--- src/rtl/e_mod_addsub_seq_if.sv ---
// Request/response bundle for the modular add/subtract sequencer.
//   start  - request pulse, sampled with op_i/x_i/y_i while busy_o is low
//   op_i   - 0 = add, 1 = subtract
//   x_i    - operand x (expected < P)
//   y_i    - operand y (expected < P)
//   busy_o - operation in flight, through the done cycle inclusive
//   done_o - one-cycle pulse, r_o valid
//   r_o    - result, held until the next done_o
//   err_o  - out-of-range operand flag (only with E_MOD_ADDSUB_RANGE_CHK_EN)
// master: requester side; slave: sequencer side.
interface e_mod_addsub_seq_if;
    logic         start;
    logic         op_i;
    logic [255:0] x_i;
    logic [255:0] y_i;
    logic         busy_o;
    logic         done_o;
    logic [255:0] r_o;
`ifdef E_MOD_ADDSUB_RANGE_CHK_EN
    logic         err_o;
`endif

    modport master (
        output start, op_i, x_i, y_i,
        input  busy_o, done_o, r_o
`ifdef E_MOD_ADDSUB_RANGE_CHK_EN
        , err_o
`endif
    );

    modport slave (
        input  start, op_i, x_i, y_i,
        output busy_o, done_o, r_o
`ifdef E_MOD_ADDSUB_RANGE_CHK_EN
        , err_o
`endif
    );
endinterface

--- src/rtl/e_mod_addsub_seq.sv ---
// Sequencer around an external pipelined 256-bit adder computing
// r = (x + y) mod P or r = (x - y) mod P using one or two adder passes.
// Adder operands are registered and held for ADD_LAT+1 cycles per pass because
// the adder's final stage is combinational from its inputs.
// Ports:
//   clk, reset - clock, synchronous active-high reset (shared with the adder)
//   req        - request/response bundle (slave modport)
//   add_a_o, add_b_o, add_c_o - registered adder operands / carry-in
//   add_s_i, add_c_i          - adder sum / carry-out
// Optional: define E_MOD_ADDSUB_RANGE_CHK_EN to add req.err_o and reject
// operands >= P with r_o = 0.
module e_mod_addsub_seq #(
    parameter int unsigned  ADD_LAT = 8,
    parameter logic [255:0] P       =
        256'hFFFFFFFF00000001000000000000000000000000FFFFFFFFFFFFFFFFFFFFFFFF
) (
    input  logic                  clk,
    input  logic                  reset,
    e_mod_addsub_seq_if.slave     req,
    output logic [255:0]          add_a_o,
    output logic [255:0]          add_b_o,
    output logic                  add_c_o,
    input  logic [255:0]          add_s_i,
    input  logic                  add_c_i
);

    localparam int unsigned      CntW    = $clog2(ADD_LAT + 1);
    localparam logic [CntW-1:0]  CntLast = CntW'(ADD_LAT);

    typedef enum logic [1:0] {StIdle, StPass1, StPass2, StFin} state_e;

    state_e          state_q;
    logic [CntW-1:0] cnt_q;
    logic            op_q;
    logic            c1_q;
    logic            bad_q;
    logic            busy_q;
    logic            done_q;
    logic [255:0]    r_q;
    logic [255:0]    add_a_q;
    logic [255:0]    add_b_q;
    logic            add_c_q;
    logic            range_bad;

`ifdef E_MOD_ADDSUB_RANGE_CHK_EN
    assign range_bad  = (req.x_i >= P) || (req.y_i >= P);
    assign req.err_o  = done_q & bad_q;
`else
    assign range_bad  = 1'b0;
`endif

    always_ff @(posedge clk) begin
        if (reset) begin
            state_q <= StIdle;
            cnt_q   <= '0;
            op_q    <= 1'b0;
            c1_q    <= 1'b0;
            bad_q   <= 1'b0;
            busy_q  <= 1'b0;
            done_q  <= 1'b0;
            r_q     <= '0;
            add_a_q <= '0;
            add_b_q <= '0;
            add_c_q <= 1'b0;
        end else begin
            done_q <= 1'b0;
            case (state_q)
                StIdle: begin
                    if (req.start) begin
                        op_q    <= req.op_i;
                        bad_q   <= range_bad;
                        busy_q  <= 1'b1;
                        state_q <= StPass1;
                        // Subtraction is x + ~y + 1.
                        add_a_q <= req.x_i;
                        add_b_q <= req.op_i ? ~req.y_i : req.y_i;
                        add_c_q <= req.op_i;
                        // A rejected request jumps straight to the decision
                        // point so done_o lands one cycle later.
                        cnt_q   <= range_bad ? CntLast : '0;
                    end
                end
                StPass1: begin
                    if (cnt_q == CntLast) begin
                        cnt_q <= '0;
                        if (bad_q) begin
                            r_q     <= '0;
                            done_q  <= 1'b1;
                            state_q <= StFin;
                        end else if (!op_q) begin
                            // t = s1 - P; carry-out of 1 means no borrow.
                            c1_q    <= add_c_i;
                            add_a_q <= add_s_i;
                            add_b_q <= ~P;
                            add_c_q <= 1'b1;
                            state_q <= StPass2;
                        end else if (add_c_i) begin
                            r_q     <= add_s_i;
                            done_q  <= 1'b1;
                            state_q <= StFin;
                        end else begin
                            // Borrow: wrap back into the field by adding P.
                            add_a_q <= add_s_i;
                            add_b_q <= P;
                            add_c_q <= 1'b0;
                            state_q <= StPass2;
                        end
                    end else begin
                        cnt_q <= cnt_q + CntW'(1);
                    end
                end
                StPass2: begin
                    if (cnt_q == CntLast) begin
                        cnt_q   <= '0;
                        done_q  <= 1'b1;
                        state_q <= StFin;
                        if (op_q) begin
                            r_q <= add_s_i;
                        end else begin
                            // add_a_q still holds s1 from pass 1.
                            r_q <= (c1_q | add_c_i) ? add_s_i : add_a_q;
                        end
                    end else begin
                        cnt_q <= cnt_q + CntW'(1);
                    end
                end
                StFin: begin
                    busy_q  <= 1'b0;
                    cnt_q   <= '0;
                    state_q <= StIdle;
                end
                default: begin
                    busy_q  <= 1'b0;
                    cnt_q   <= '0;
                    state_q <= StIdle;
                end
            endcase
        end
    end

    assign req.busy_o = busy_q;
    assign req.done_o = done_q;
    assign req.r_o    = r_q;
    assign add_a_o    = add_a_q;
    assign add_b_o    = add_b_q;
    assign add_c_o    = add_c_q;

endmodule

--- src/flat_wrapper.sv ---
// flat-port wrapper written by rule: the top's interface ports become plain ports
module e_mod_addsub_seq_flat 
#(
    parameter int unsigned  ADD_LAT = 8,
    parameter logic [255:0] P       =
        256'hFFFFFFFF00000001000000000000000000000000FFFFFFFFFFFFFFFFFFFFFFFF
)
  (clk, reset, add_a_o, add_b_o, add_c_o, add_s_i, add_c_i, req_start, req_op_i, req_x_i, req_y_i, req_busy_o, req_done_o, req_r_o);
  e_mod_addsub_seq_if req_i ();
  input  logic clk;
  input  logic reset;
  output logic [255:0] add_a_o;
  output logic [255:0] add_b_o;
  output logic add_c_o;
  input  logic [255:0] add_s_i;
  input  logic add_c_i;
  input wire logic [$bits(req_i.start)-1:0] req_start;
  input wire logic [$bits(req_i.op_i)-1:0] req_op_i;
  input wire logic [$bits(req_i.x_i)-1:0] req_x_i;
  input wire logic [$bits(req_i.y_i)-1:0] req_y_i;
  output wire logic [$bits(req_i.busy_o)-1:0] req_busy_o;
  output wire logic [$bits(req_i.done_o)-1:0] req_done_o;
  output wire logic [$bits(req_i.r_o)-1:0] req_r_o;
  assign req_i.start = req_start;
  assign req_i.op_i = req_op_i;
  assign req_i.x_i = req_x_i;
  assign req_i.y_i = req_y_i;
  assign req_busy_o = req_i.busy_o;
  assign req_done_o = req_i.done_o;
  assign req_r_o = req_i.r_o;
  e_mod_addsub_seq #(.ADD_LAT(ADD_LAT), .P(P)) u_core (.clk(clk), .reset(reset), .req(req_i), .add_a_o(add_a_o), .add_b_o(add_b_o), .add_c_o(add_c_o), .add_s_i(add_s_i), .add_c_i(add_c_i));
endmodule
--- config.mk ---
export PLATFORM = sky130hd
export DESIGN_NAME = e_mod_addsub_seq_flat
export DESIGN_NICKNAME = d
export VERILOG_FILES = /design/src/rtl/e_mod_addsub_seq_if.sv /design/src/rtl/e_mod_addsub_seq.sv /design/src/flat_wrapper.sv
export SDC_FILE = /design/constraint.sdc
export NUM_CORES = 2
export LEC_CHECK = 0
export ABC_AREA = 1
export CELL_PAD_IN_SITES_DETAIL_PLACEMENT = 1
export CELL_PAD_IN_SITES_GLOBAL_PLACEMENT = 1
export CORE_AREA = 2 2 597 599
export CTS_BUF_LIST = sky130_fd_sc_hd__clkbuf_16
export CTS_CLUSTER_DIAMETER = 150
export DETAILED_ROUTE_END_ITERATION = 16
export DIE_AREA = 0 0 599 601
export GPL_TIMING_DRIVEN = 0
export MAX_ROUTING_LAYER = met4
export PLACE_DENSITY = 0.36
export SYNTH_ARGS = -nofsm -noshare
export SYNTH_HDL_FRONTEND = slang
export SYNTH_SLANG_ARGS = --single-unit
--- constraint.sdc ---
create_clock -name clk -period 3 [get_ports clk]
set_clock_uncertainty 0.15 [all_clocks]
set_input_delay 0.3 -clock clk [delete_from_list [all_inputs] [get_ports clk]]
set_output_delay 0.3 -clock clk [all_outputs]
set_load 0.01 [all_outputs]
**Track usage over the die**

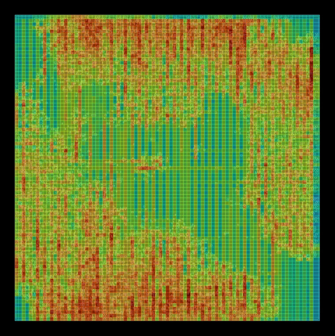
WL per Instance: 26.2 um
GR met3 Demand/Resource: 0.0496
GR peak layer: met2
met2 Use GR: 0.379
met1 Resource Use GR: 0.209

==> impl_metrics.ini <==
; generated from flow reports
[cells_and_area]
final_cells = 14000
drive_gt1_frac = 0.0565
layout_top_cell = nand2_1
regArea_um2 = 15600
nNetsFinal = 9824
comb_area_um2 = 21200
final_core_util = 0.202
fillers = 43300
layout_top_cells = nand2_1 (2069), clkdlybuf4s50_1 (1542), nor2_1 (1285)
area_growth_syn_to_layout_pct = 67.7

[floorplan]
floorplan.core_util = 0.120
num_rows = 219
core_um2 = 354000
io_pins = 1544
die_w_um = 599
die-height_um = 601

[timing]
fmax_ghz = 0.358
worst_hold_slack_ns = 0.0480
worst_slew_pin_slew_ns = 1.26
layout_min_cycle_time_ns = 2.79
maxSlewHeadroom = 0.161
rsz0062_at_grt = no
drv_slew = 0
setup_violations = 0
fin_crit_sh = 0.930
hold_violations = 0

[global_routing]
grt_pass1_vias = 55600
grt_usage = 0.203
gr-total-overflow = 0
antenna_found_initial = 234

[synthesis]
yosysWarnings = 0
avgSynthCellArea_um2 = 6.05
ys_cells = 7032
ys_area_um2 = 42500
ys_seq_share = 0.367
ys.flops = 779
yosysUniqueCellTypes = 26
syn_area_um2 = 42500

[clock_network]
clock_path_buffers = 4
clkTransAtPathRegs_ns = 0.06
cts_buffers = 125
cts_tree = yes
htreeDepth = 3
postCtsSetupRepairBufs = 0
cts.sinks = 779
clkLatencyLatePin_ns = 0.90

[flow_run]
warning_count = 31
cap_violations = 0

[worst_setup_path]
arrival_ns = 3.37
worstSetupStartpointType = flop
reg2reg_depth = 8
crit_type = reg -> reg
cp_max_fo = 10
worstPathRequired_ns = 3.58

[route]
route.detailed.drc = 0
vias = 53300
via_per_inst = 3.81
initialDrtViolationCount = 2468
drt-total-wl_um = 366000

[placement]
gp_congestion = 0.874
port_buffers = 1542
dp_hpwl_um = 305000

[outcome]
status = finished clean

[pwr]
powerDensity_nw_per_um2 = 1160
leakagePower_uw = 0.0307
ir_worst_vdd_mv = 0.520

[min_path]
hold_path.class = in -> reg
hold-path-cell-count = 5
**Port wiring**

(1 px per um)
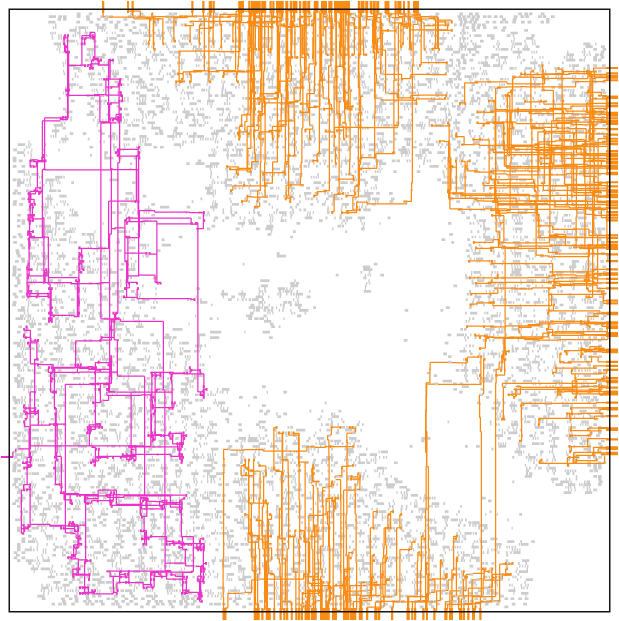
[magenta] req_op_i | bits: 1 | direction: input | edge: left | end cells: 513 | buffers: 58 | wire: 9030 um
[orange] add_s_i | bits: 256 | direction: input | edge: 98 right, 88 top, 70 bottom | end cells: 512 | buffers: 359 | wire: 31.6 mm

-- Yosys cell counts, drive strengths merged --
cell    number  area (um2)
nand2     2071        7780
nor2      1290        4850
inv        786        2950
dfxtp      779       15600
o21ai      517        2590
a21oi      515        2580
buf        356        2110
nand3      266        1370
a21boi     256        1920
clkbuf     182         683
ha           6        75.1
nand4        2        12.5
nor3         2        10.0
a211oi       1        7.51
a221oi       1        8.76
o22ai        1        6.26
xor2         1        8.76
-- final cells by class --
class / instances / area share
Antenna cell: 100 / 0.00351
Buffer: 537 / 0.0397
Clock buffer: 126 / 0.0442
Clock inverter: 95 / 0.00686
Inverter: 786 / 0.0413
Multi-Input combinational cell: 4929 / 0.297
Sequential cell: 779 / 0.219
Tap cell: 4751 / 0.0833
Timing Repair Buffer: 1887 / 0.265
-- flip-flops by register name (all words and copies together) (netlist names) --
| name | count |
|---|---|
| u_core.add_a_o | 256 |
| u_core.add_b_o | 256 |
| u_core.req.r_o | 256 |
| u_core.cnt_q | 4 |
| u_core.state_q | 2 |
| u_core.add_c_o | 1 |
| u_core.c1_q | 1 |
| u_core.op_q | 1 |
| u_core.req.busy_o | 1 |
| u_core.req.done_o | 1 |
-- final timing paths --
path	start	to	slack, ns
worst max-delay path	u_core.state_q[0]	u_core.req.r_o[230]	0.21
worst min-delay path	req_x_i[29]	u_core.add_a_o[29]	0.05
worst max register to register	u_core.state_q[0]	u_core.req.r_o[230]	0.21
worst min register to register	u_core.add_c_o	u_core.add_c_o	0.31
-- worst max-delay path: stages (launching register included) --
cell and delay (ns):
dfxtp_1 0.42, inv_1 0.11, ha_1 0.26, nand3_4 0.31, buf_4 0.44, clkbuf_1 0.44, o21ai_0 0.28, nor2_1 0.18
nor2_1 0.06
-- cell families (layout without fill, tap and decap cells) --
group	after synthesis	after routing	share of synthesized area
other cells	0	100	0
fa+ha+maj	6	6	0.00176
buf+inv	1324	3431	0.135
compound gates	1291	1291	0.167
simple gates	3631	3631	0.329
xor+xnor	1	1	0.000206
flops	779	779	0.367
-- timing repair --
item                                   4_1_cts  5_1_grt
setup endpoints to repair                  270       63
pin swaps                                    0        0
hold buffers                               343        0
endpoints found under the hold margin      348        0
gates resized                               14       13
-- metrics by stage --
step	setup WS, ns	TNS (ns)	cell area, um2	power, uW
floorplan	1.14	0	42500	42800
CTS	0.00871	0	71100	85400
finish	0.209	0	71400	83100
global route	0.00601	0	71300	90300
detailed placement	-0.728	-204.54	64000	70100
global placement	-1.32	-306.60	63900	69600
-- where the power goes --
group          total [uW]  switching (uW)  internal, uW  leakage [uW]
clock network       13900            6200          7720       0.00190
logic               50300           31500         18800        0.0224
registers           18900            3740         15200       0.00642
-- routing by layer --
layer	GRT usage	up-vias	wire, um	part of all wire
met5	-	-	0	0
met2	0.379	1449	195000	0.53
met1	0.209	25600	137000	0.37
li1	-	25800	-	-
met4	0.0526	0	10800	0.030
met3	0.0496	531	23100	0.063
Power figures rest on the tool's default switching activity, not on a simulated workload.
